==> config.mk <==
export PLATFORM = sky130hd
export DESIGN_NAME = display_scheduler_flat
export DESIGN_NICKNAME = d
export VERILOG_FILES = /design/src/rtl/display_pkg.sv /design/src/rtl/display_scheduler_if.sv /design/src/rtl/digit_font.sv /design/src/rtl/display_scheduler.sv /design/src/flat_wrapper.sv
export SDC_FILE = /design/constraint.sdc
export NUM_CORES = 1
export LEC_CHECK = 0
export ABC_AREA = 1
export CAP_MARGIN = 0
export CORE_MARGIN = 1
export CORE_UTILIZATION = 24
export CTS_CLUSTER_SIZE = 30
export DETAILED_ROUTE_END_ITERATION = 7
export GPL_TIMING_DRIVEN = 0
export PLACE_DENSITY = 0.38
export SLEW_MARGIN = 20
export SYNTH_ARGS = -nofsm -noshare
export SYNTH_HDL_FRONTEND = slang
export SYNTH_SLANG_ARGS = --single-unit
==> constraint.sdc <==
create_clock -name clk -period 3.7 [get_ports clk]
set_clock_uncertainty 0.2 [all_clocks]
set_input_delay 0.74 -clock clk [delete_from_list [all_inputs] [get_ports clk]]
set_output_delay 0.74 -clock clk [all_outputs]
set_load 0.02 [all_outputs]
==> src/rtl/display_pkg.sv <==
// Shared constants and types for the LED matrix row-scan scheduler.
package display_pkg;

  localparam int P1_COL    = 2;
  localparam int P2_COL    = 11;
  localparam int DIGIT_ROW = 2;

  // Glyph rows written as seen on the matrix: MSB is the leftmost pixel.
  localparam logic [0:9][0:4][2:0] DIGIT_FONT = '{
    '{3'b111, 3'b101, 3'b101, 3'b101, 3'b111},
    '{3'b010, 3'b110, 3'b010, 3'b010, 3'b111},
    '{3'b111, 3'b001, 3'b111, 3'b100, 3'b111},
    '{3'b111, 3'b001, 3'b111, 3'b001, 3'b111},
    '{3'b101, 3'b101, 3'b111, 3'b001, 3'b001},
    '{3'b111, 3'b100, 3'b111, 3'b001, 3'b111},
    '{3'b111, 3'b100, 3'b111, 3'b101, 3'b111},
    '{3'b111, 3'b001, 3'b001, 3'b001, 3'b001},
    '{3'b111, 3'b101, 3'b111, 3'b101, 3'b111},
    '{3'b111, 3'b101, 3'b111, 3'b001, 3'b111}
  };

  typedef enum logic {ACTIVE, BLANK} state_t;

  typedef struct packed {
    logic [15:0] lpaddle;
    logic [15:0] rpaddle;
    logic [3:0]  ball_x;
    logic [3:0]  ball_y;
    logic [3:0]  score_p1;
    logic [3:0]  score_p2;
    logic        show_score;
  } snap_t;

endpackage

==> src/rtl/display_scheduler_if.sv <==
// Game-side image sources in, matrix row/column drive out.
interface display_scheduler_if;
  logic [15:0] lpaddle;
  logic [15:0] rpaddle;
  logic [3:0]  ball_x;
  logic [3:0]  ball_y;
  logic [3:0]  score_p1;
  logic [3:0]  score_p2;
  logic        show_score;
  logic [3:0]  row;
  logic [15:0] col;
  logic        frame_start;

  modport master (
    output lpaddle, rpaddle, ball_x, ball_y, score_p1, score_p2, show_score,
    input  row, col, frame_start
  );
  modport slave (
    input  lpaddle, rpaddle, ball_x, ball_y, score_p1, score_p2, show_score,
    output row, col, frame_start
  );
endinterface

==> src/rtl/digit_font.sv <==
// 3x5 digit glyph row lookup; bits[0] is the leftmost pixel.
module digit_font
  import display_pkg::*;
(
  input  logic [3:0] digit,
  input  logic [2:0] line,
  output logic [2:0] bits
);
  always_comb begin
    bits = '0;
    if (digit <= 4'd9 && line <= 3'd4) begin
      for (int i = 0; i < 3; i++) bits[i] = DIGIT_FONT[digit][line][2-i];
    end
  end
endmodule

==> src/rtl/display_scheduler.sv <==
// Row-scan scheduler: one row per slot, optional blanking, per-frame snapshot of all sources.
module display_scheduler
  import display_pkg::*;
#(
  parameter int ROW_CYCLES   = 4,
  parameter int BLANK_CYCLES = 1
) (
  input logic clk,
  input logic reset,
  display_scheduler_if.slave bus
);
  state_t      state, state_n;
  logic [7:0]  dwell, dwell_n;
  logic [3:0]  cur_row, row_n;
  snap_t       shadow, live, src;
  logic        enter_frame, in_digit;
  logic [2:0]  line, p1_bits, p2_bits;
  logic [15:0] col_n;

  assign live = '{lpaddle: bus.lpaddle, rpaddle: bus.rpaddle, ball_x: bus.ball_x,
                  ball_y: bus.ball_y, score_p1: bus.score_p1, score_p2: bus.score_p2,
                  show_score: bus.show_score};

  always_comb begin
    state_n = state;
    dwell_n = dwell - 8'd1;
    row_n   = cur_row;
    if (dwell == 8'd0) begin
      if (state == ACTIVE && BLANK_CYCLES != 0) begin
        state_n = BLANK;
        dwell_n = 8'(BLANK_CYCLES - 1);
      end else begin
        state_n = ACTIVE;
        dwell_n = 8'(ROW_CYCLES - 1);
        row_n   = cur_row + 4'd1;
      end
    end
    enter_frame = (dwell == 8'd0) && (state_n == ACTIVE) && (row_n == 4'd0);
  end

  // Row 0 is drawn from the values being captured this edge, later rows from the shadow.
  assign src      = enter_frame ? live : shadow;
  assign in_digit = src.show_score && row_n >= 4'(DIGIT_ROW) && row_n <= 4'(DIGIT_ROW + 4);
  assign line     = 3'(row_n - 4'(DIGIT_ROW));

  digit_font u_p1 (.digit(src.score_p1), .line(line), .bits(p1_bits));
  digit_font u_p2 (.digit(src.score_p2), .line(line), .bits(p2_bits));

  always_comb begin
    col_n = '0;
    if (state_n == ACTIVE) begin
      col_n[0]  = src.lpaddle[row_n];
      col_n[15] = src.rpaddle[row_n];
      if (!src.show_score && row_n == src.ball_y) col_n[src.ball_x] = 1'b1;
      if (in_digit) begin
        col_n[P1_COL +: 3] = col_n[P1_COL +: 3] | p1_bits;
        col_n[P2_COL +: 3] = col_n[P2_COL +: 3] | p2_bits;
      end
    end
  end

  always_ff @(posedge clk) begin
    if (reset) begin
      state           <= BLANK;
      dwell           <= '0;
      cur_row         <= 4'hF;
      shadow          <= '0;
      bus.row         <= '0;
      bus.col         <= '0;
      bus.frame_start <= 1'b0;
    end else begin
      state           <= state_n;
      dwell           <= dwell_n;
      cur_row         <= row_n;
      if (enter_frame) shadow <= live;
      bus.row         <= row_n;
      bus.col         <= col_n;
      bus.frame_start <= enter_frame;
    end
  end
endmodule

==> src/flat_wrapper.sv <==
// flat-port wrapper written by rule: the top's interface ports become plain ports
module display_scheduler_flat import display_pkg::*;
#(
  parameter int ROW_CYCLES   = 4,
  parameter int BLANK_CYCLES = 1
)
  (clk, reset, bus_lpaddle, bus_rpaddle, bus_ball_x, bus_ball_y, bus_score_p1, bus_score_p2, bus_show_score, bus_row, bus_col, bus_frame_start);
  display_scheduler_if bus_i ();
  input logic clk;
  input logic reset;
  input wire logic [$bits(bus_i.lpaddle)-1:0] bus_lpaddle;
  input wire logic [$bits(bus_i.rpaddle)-1:0] bus_rpaddle;
  input wire logic [$bits(bus_i.ball_x)-1:0] bus_ball_x;
  input wire logic [$bits(bus_i.ball_y)-1:0] bus_ball_y;
  input wire logic [$bits(bus_i.score_p1)-1:0] bus_score_p1;
  input wire logic [$bits(bus_i.score_p2)-1:0] bus_score_p2;
  input wire logic [$bits(bus_i.show_score)-1:0] bus_show_score;
  output wire logic [$bits(bus_i.row)-1:0] bus_row;
  output wire logic [$bits(bus_i.col)-1:0] bus_col;
  output wire logic [$bits(bus_i.frame_start)-1:0] bus_frame_start;
  assign bus_i.lpaddle = bus_lpaddle;
  assign bus_i.rpaddle = bus_rpaddle;
  assign bus_i.ball_x = bus_ball_x;
  assign bus_i.ball_y = bus_ball_y;
  assign bus_i.score_p1 = bus_score_p1;
  assign bus_i.score_p2 = bus_score_p2;
  assign bus_i.show_score = bus_show_score;
  assign bus_row = bus_i.row;
  assign bus_col = bus_i.col;
  assign bus_frame_start = bus_i.frame_start;
  display_scheduler #(.ROW_CYCLES(ROW_CYCLES), .BLANK_CYCLES(BLANK_CYCLES)) u_core (.clk(clk), .reset(reset), .bus(bus_i));
endmodule
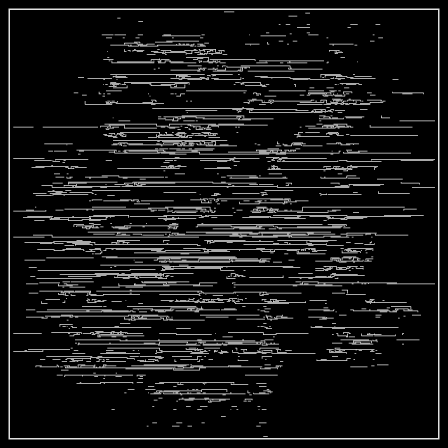
Run 1: signal wires on met1
share of all routed wire: 49%
main direction: horizontal
wire length on this layer: 7330 µm
nets with wire on the layer: 798
longest straight run: 51.1 µm

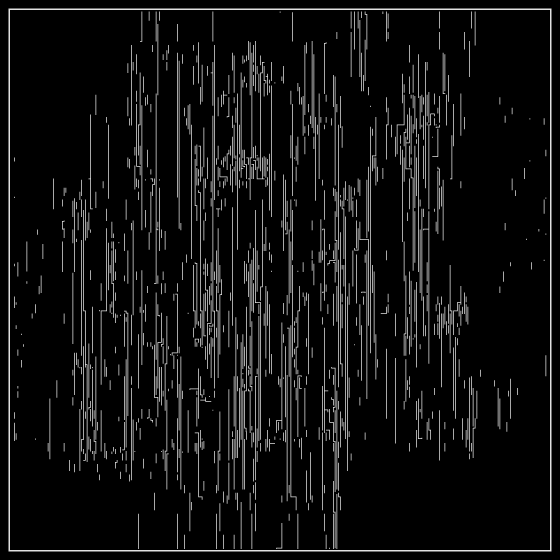
Run 1: signal wires on met2
wire length on this layer: 6510 µm
longest straight run: 58.6 µm
nets with wire on the layer: 643
share of all routed wire: 44%
via count: 4565
M2 GR Usage: 0.250
final WL: 14.9 mm

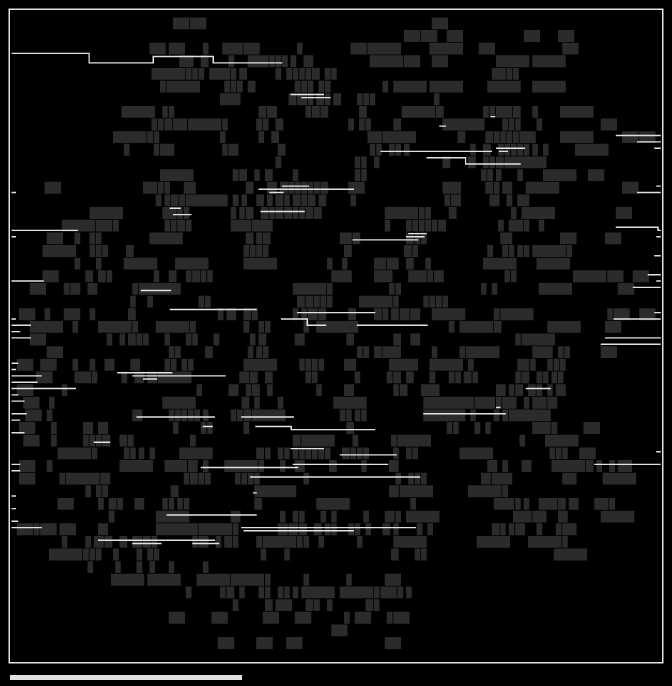
Run 1: metal 3
The bar under the picture is 50 µm long. Cells faint in the background.
longest straight run: 37.3 µm
share of all routed wire: 5.1%
wire length on this layer: 763 µm
main direction: horizontal
nets with wire on the layer: 73

==> run 1: how the worst min path moves through the flow <==
stage                          startpoint         endpoint  slack, ns  depth (start not counted)
after floorplan           u_core.dwell[0]  u_core.dwell[0]       0.22                          1
after global placement    u_core.dwell[0]  u_core.dwell[0]       0.24                          1
after detailed placement  u_core.dwell[0]  u_core.dwell[0]       0.24                          1
after CTS                 u_core.dwell[0]  u_core.dwell[0]       0.25                          1
after global routing      u_core.dwell[0]  u_core.dwell[0]       0.29                          1
final                     u_core.dwell[0]  u_core.dwell[0]       0.25                          1
==> run 1: critical path, delay by kind of cell, from the launching register on <==
| kind | cells | cell delay [ns] |
|---|---|---|
| AND-OR/OR-AND | 3 | 0.51 |
| adder cells (fa/ha/maj) | 3 | 0.66 |
| buffers and inverters | 4 | 0.54 |
| flip-flops | 1 | 0.31 |
| AND/OR/NAND/NOR | 8 | 0.96 |
==> run 1: flip-flops by register name (all words and copies together), names as in the netlist <==
name and flops:
u_core.bus.col 16, u_core.shadow 49, u_core.state 1, u_core.dwell 8
u_core.cur_row 4, u_core.bus.frame_start 1, u_core.bus.row 4
==> run 1: per-layer routing <==
layer,routed length (µm),global-route usage,vias up
met5,0,0,-
met4,245,0.0526,0
met3,763,0.0311,18
met2,6510,0.250,124
met1,7330,0.223,2042
li1,-,-,2381
==> run 1: stage by stage <==
step,cells,worst slack [ns],area (µm²)
2_1_floorplan,717,0.717,4590
3_3_place_gp,1022,0.0858,5590
3_5_place_dp,1022,0.0436,5590
4_1_cts,1038,0.0487,5880
5_1_grt,1038,0.0788,5890
6_report,1038,0.407,5890
==> run 1: area by class of cell <==
type	count	area share
clock inverter	5	0.00892
timing repair buffer	71	0.121
inverter	132	0.0841
sequential	83	0.282
buffer	29	0.0253
multi-input combinational	473	0.388
tap	234	0.0497
clock buffer	11	0.0412
==> flow_summary_export.csv, run 1 <==
group,metric,value,unit
cells_and_area,synthToLayoutAreaGrowth,28.4,%
critical_path,path_max_fanout,10,
yosys,synth.cellmix.compoundShare,0.0679,
power_and_ir_drop,power.share.clock,0.218,
placed_design,place_hpwl,10.9,mm
power_and_ir_drop,internal_power,0.00217,W
sta,hold_slack,0.250,ns
global_route,antenna_found_initial,0,
floorplanning,initial_core_util,0.245,
power_and_ir_drop,p_sw,0.00203,W
status,outcome,"completed",
yosys,synthXorXnorAreaFrac,0.0115,
cts,cts_resized,0,
yosys,syn_area,4590,µm²
critical_path,worstPathRequired,3.74,ns
cells_and_area,layout-drive-gt1-share,0.0759,
cts,clkSinkCount,83,
power_and_ir_drop,p_seq_frac,0.252,
sta,tightest_slew,0.793,ns
power_and_ir_drop,combPwrFrac,0.530,
power_and_ir_drop,peakVddDrop,316,µV
cts,root_buffer,"clkbuf_16",
global_route,grt_max_degree,14,
Run 1, track usage over the die:
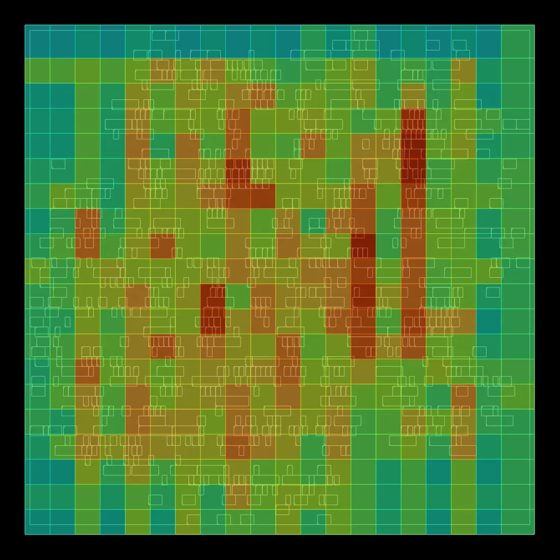

==> inputs of run 2 (changes only) <==
--- a/config.mk
+++ b/config.mk
@@ -13,6 +13,7 @@
 export DETAILED_ROUTE_END_ITERATION = 7
 export GPL_TIMING_DRIVEN = 0
 export PLACE_DENSITY = 0.38
+export RECOVER_POWER = 100
 export SLEW_MARGIN = 20
 export SYNTH_ARGS = -nofsm -noshare
 export SYNTH_HDL_FRONTEND = slang
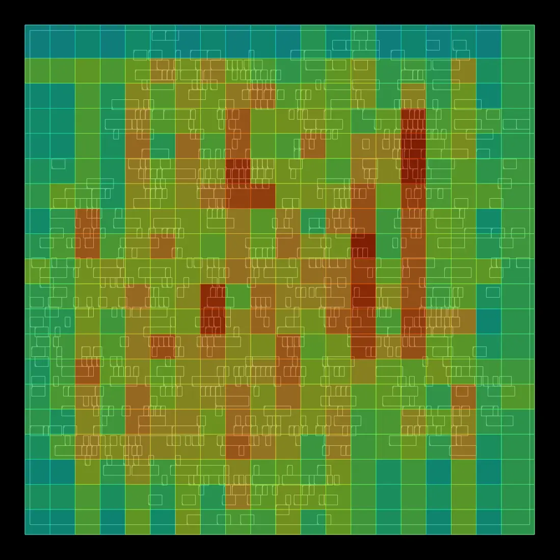
Run 2: track usage over the die
met1 usage: 0.223
gr busiest metal: met2
WL per Instance: 14.4 µm
GR Util All Layers: 0.161
Layout Utilization: 0.314

==> run 2 against run 1 <==
Net effect: register-to-register slack about the same; combinational power about the same; sequential power about the same; critical endpoint unchanged; critical path type unchanged.
==> flow_summary_export.csv, run 2 <==
group,metric,value,unit
floorplanning,initial_core_util,0.245,
drt,vias,4580,
drt,wl_met3,765,µm
power_and_ir_drop,power.share.clock,0.220,
cells_and_area,largest_reg_flops,49,
global_route,grt_max_degree,14,
yosys,synthXorXnorAreaFrac,0.0115,
hold_path,min_path_cells,1,
global_route,antenna_found_initial,0,
yosys,syn_area,4590,µm²
power_and_ir_drop,peakVddDrop,316,µV
drt,m1WireLength,7.43,mm
global_route,met3_usage,0.0311,
power_and_ir_drop,p_sw,0.00203,W
power_and_ir_drop,p_seq_frac,0.254,
hold_path,hp-start,"u_core.dwell[0]",
placed_design,place_hpwl,10.9,mm
status,outcome,"completed",
cells_and_area,reg.largest.list,"u_core.shadow x49, u_core.bus.col x16, u_core.dwell x8",
global_route,grtUsageMet2,0.250,
cells_and_area,regMostFlops,"u_core.shadow",
critical_path,cp.depth,18,
cts,clkSinkCount,83,
yosys,synth.cellmix.compoundShare,0.0679,
critical_path,path_buffers,4,
drt,wl_met2,6.47,mm
critical_path,crit_family,"simple AND/OR/NAND/NOR gates",
power_and_ir_drop,combPwrFrac,0.526,
sta,hold_slack,0.250,ns
sta,tightest_slew,0.812,ns
critical_path,worstPathRequired,3.74,ns
yosys,top_cells_by_area,"dfxtp_1 (36%), nand2_1 (15%), inv_1 (11%), nor2_1 (8.4%), nand3_1 (5.5%)",
drt,topRoutingLayerUsed,"met4",
cts,cts_resized,0,
cts,root_buffer,"clkbuf_16",
critical_path,path_max_fanout,10,
cells_and_area,synthToLayoutAreaGrowth,28.1,%
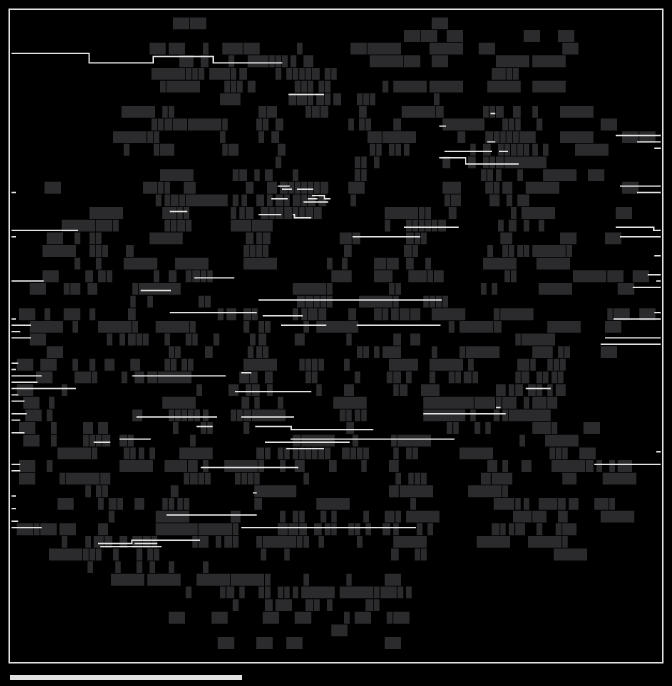
Run 2: metal 3
The bar under the picture is 50 µm long. Cells faint in the background.
share of all routed wire: 5.1%
main direction: horizontal

## run 2: cell counts after synthesis
No cell type changed its count.
## run 2: power by group through the flow
| stage | logic, W | registers [W] | clock network (W) |
|---|---|---|---|
| floorplan | 0.00145 | 0.00110 | 0 |
| global placement | 0.00222 | 0.00108 | 0 |
| detailed placement | 0.00222 | 0.00108 | 0 |
| CTS | 0.00223 | 0.00106 | 0.000954 |
| global route | 0.00248 | 0.00107 | 0.000984 |
| finish | 0.00220 | 0.00106 | 0.000917 |
## run 2: worst reg2reg max path, stage by stage (launching register included)
cell and delay (ns):
dfxtp_1 0.31, inv_1 0.09, ha_1 0.17, nand2_2 0.10, nor2_4 0.21, ha_1 0.20, inv_1 0.07, nor2_4 0.20
nand3_4 0.12, buf_6 0.17, buf_2 0.21, o21ai_0 0.26, ha_1 0.29, o21ai_0 0.16, nand3_1 0.09, o21ai_0 0.09
nand3_1 0.11, nand2_1 0.08, nand2_1 0.06
## run 2: metrics by stage
step / instance area, µm² / setup WS, ns / instances
final: 5870 / 0.405 / 1038
after global routing: 5870 / 0.0716 / 1038
after CTS: 5880 / 0.0487 / 1038
after detailed placement: 5590 / 0.0436 / 1022
after global placement: 5590 / 0.0858 / 1022
after floorplan: 4590 / 0.717 / 717
## run 2: final cells by class
cell class | instances | area, µm²
Buffer | 29 | 141
Clock buffer | 11 | 243
Clock inverter | 5 | 52.6
Fill cell | 2025 | 12800
Inverter | 132 | 495
Multi-Input combinational cell | 473 | 2280
Sequential cell | 83 | 1660
Tap cell | 234 | 293
Timing Repair Buffer | 71 | 711
## run 2: cells by family (layout without fill, tap and decap cells)
group,after synthesis,count (layout)
compound gates,54,54
flops,83,83
fa+ha+maj,11,11
xor+xnor,6,6
simple gates,402,402
buf+inv,161,248
No activity file was given, so power comes from the tool's default toggle rates.
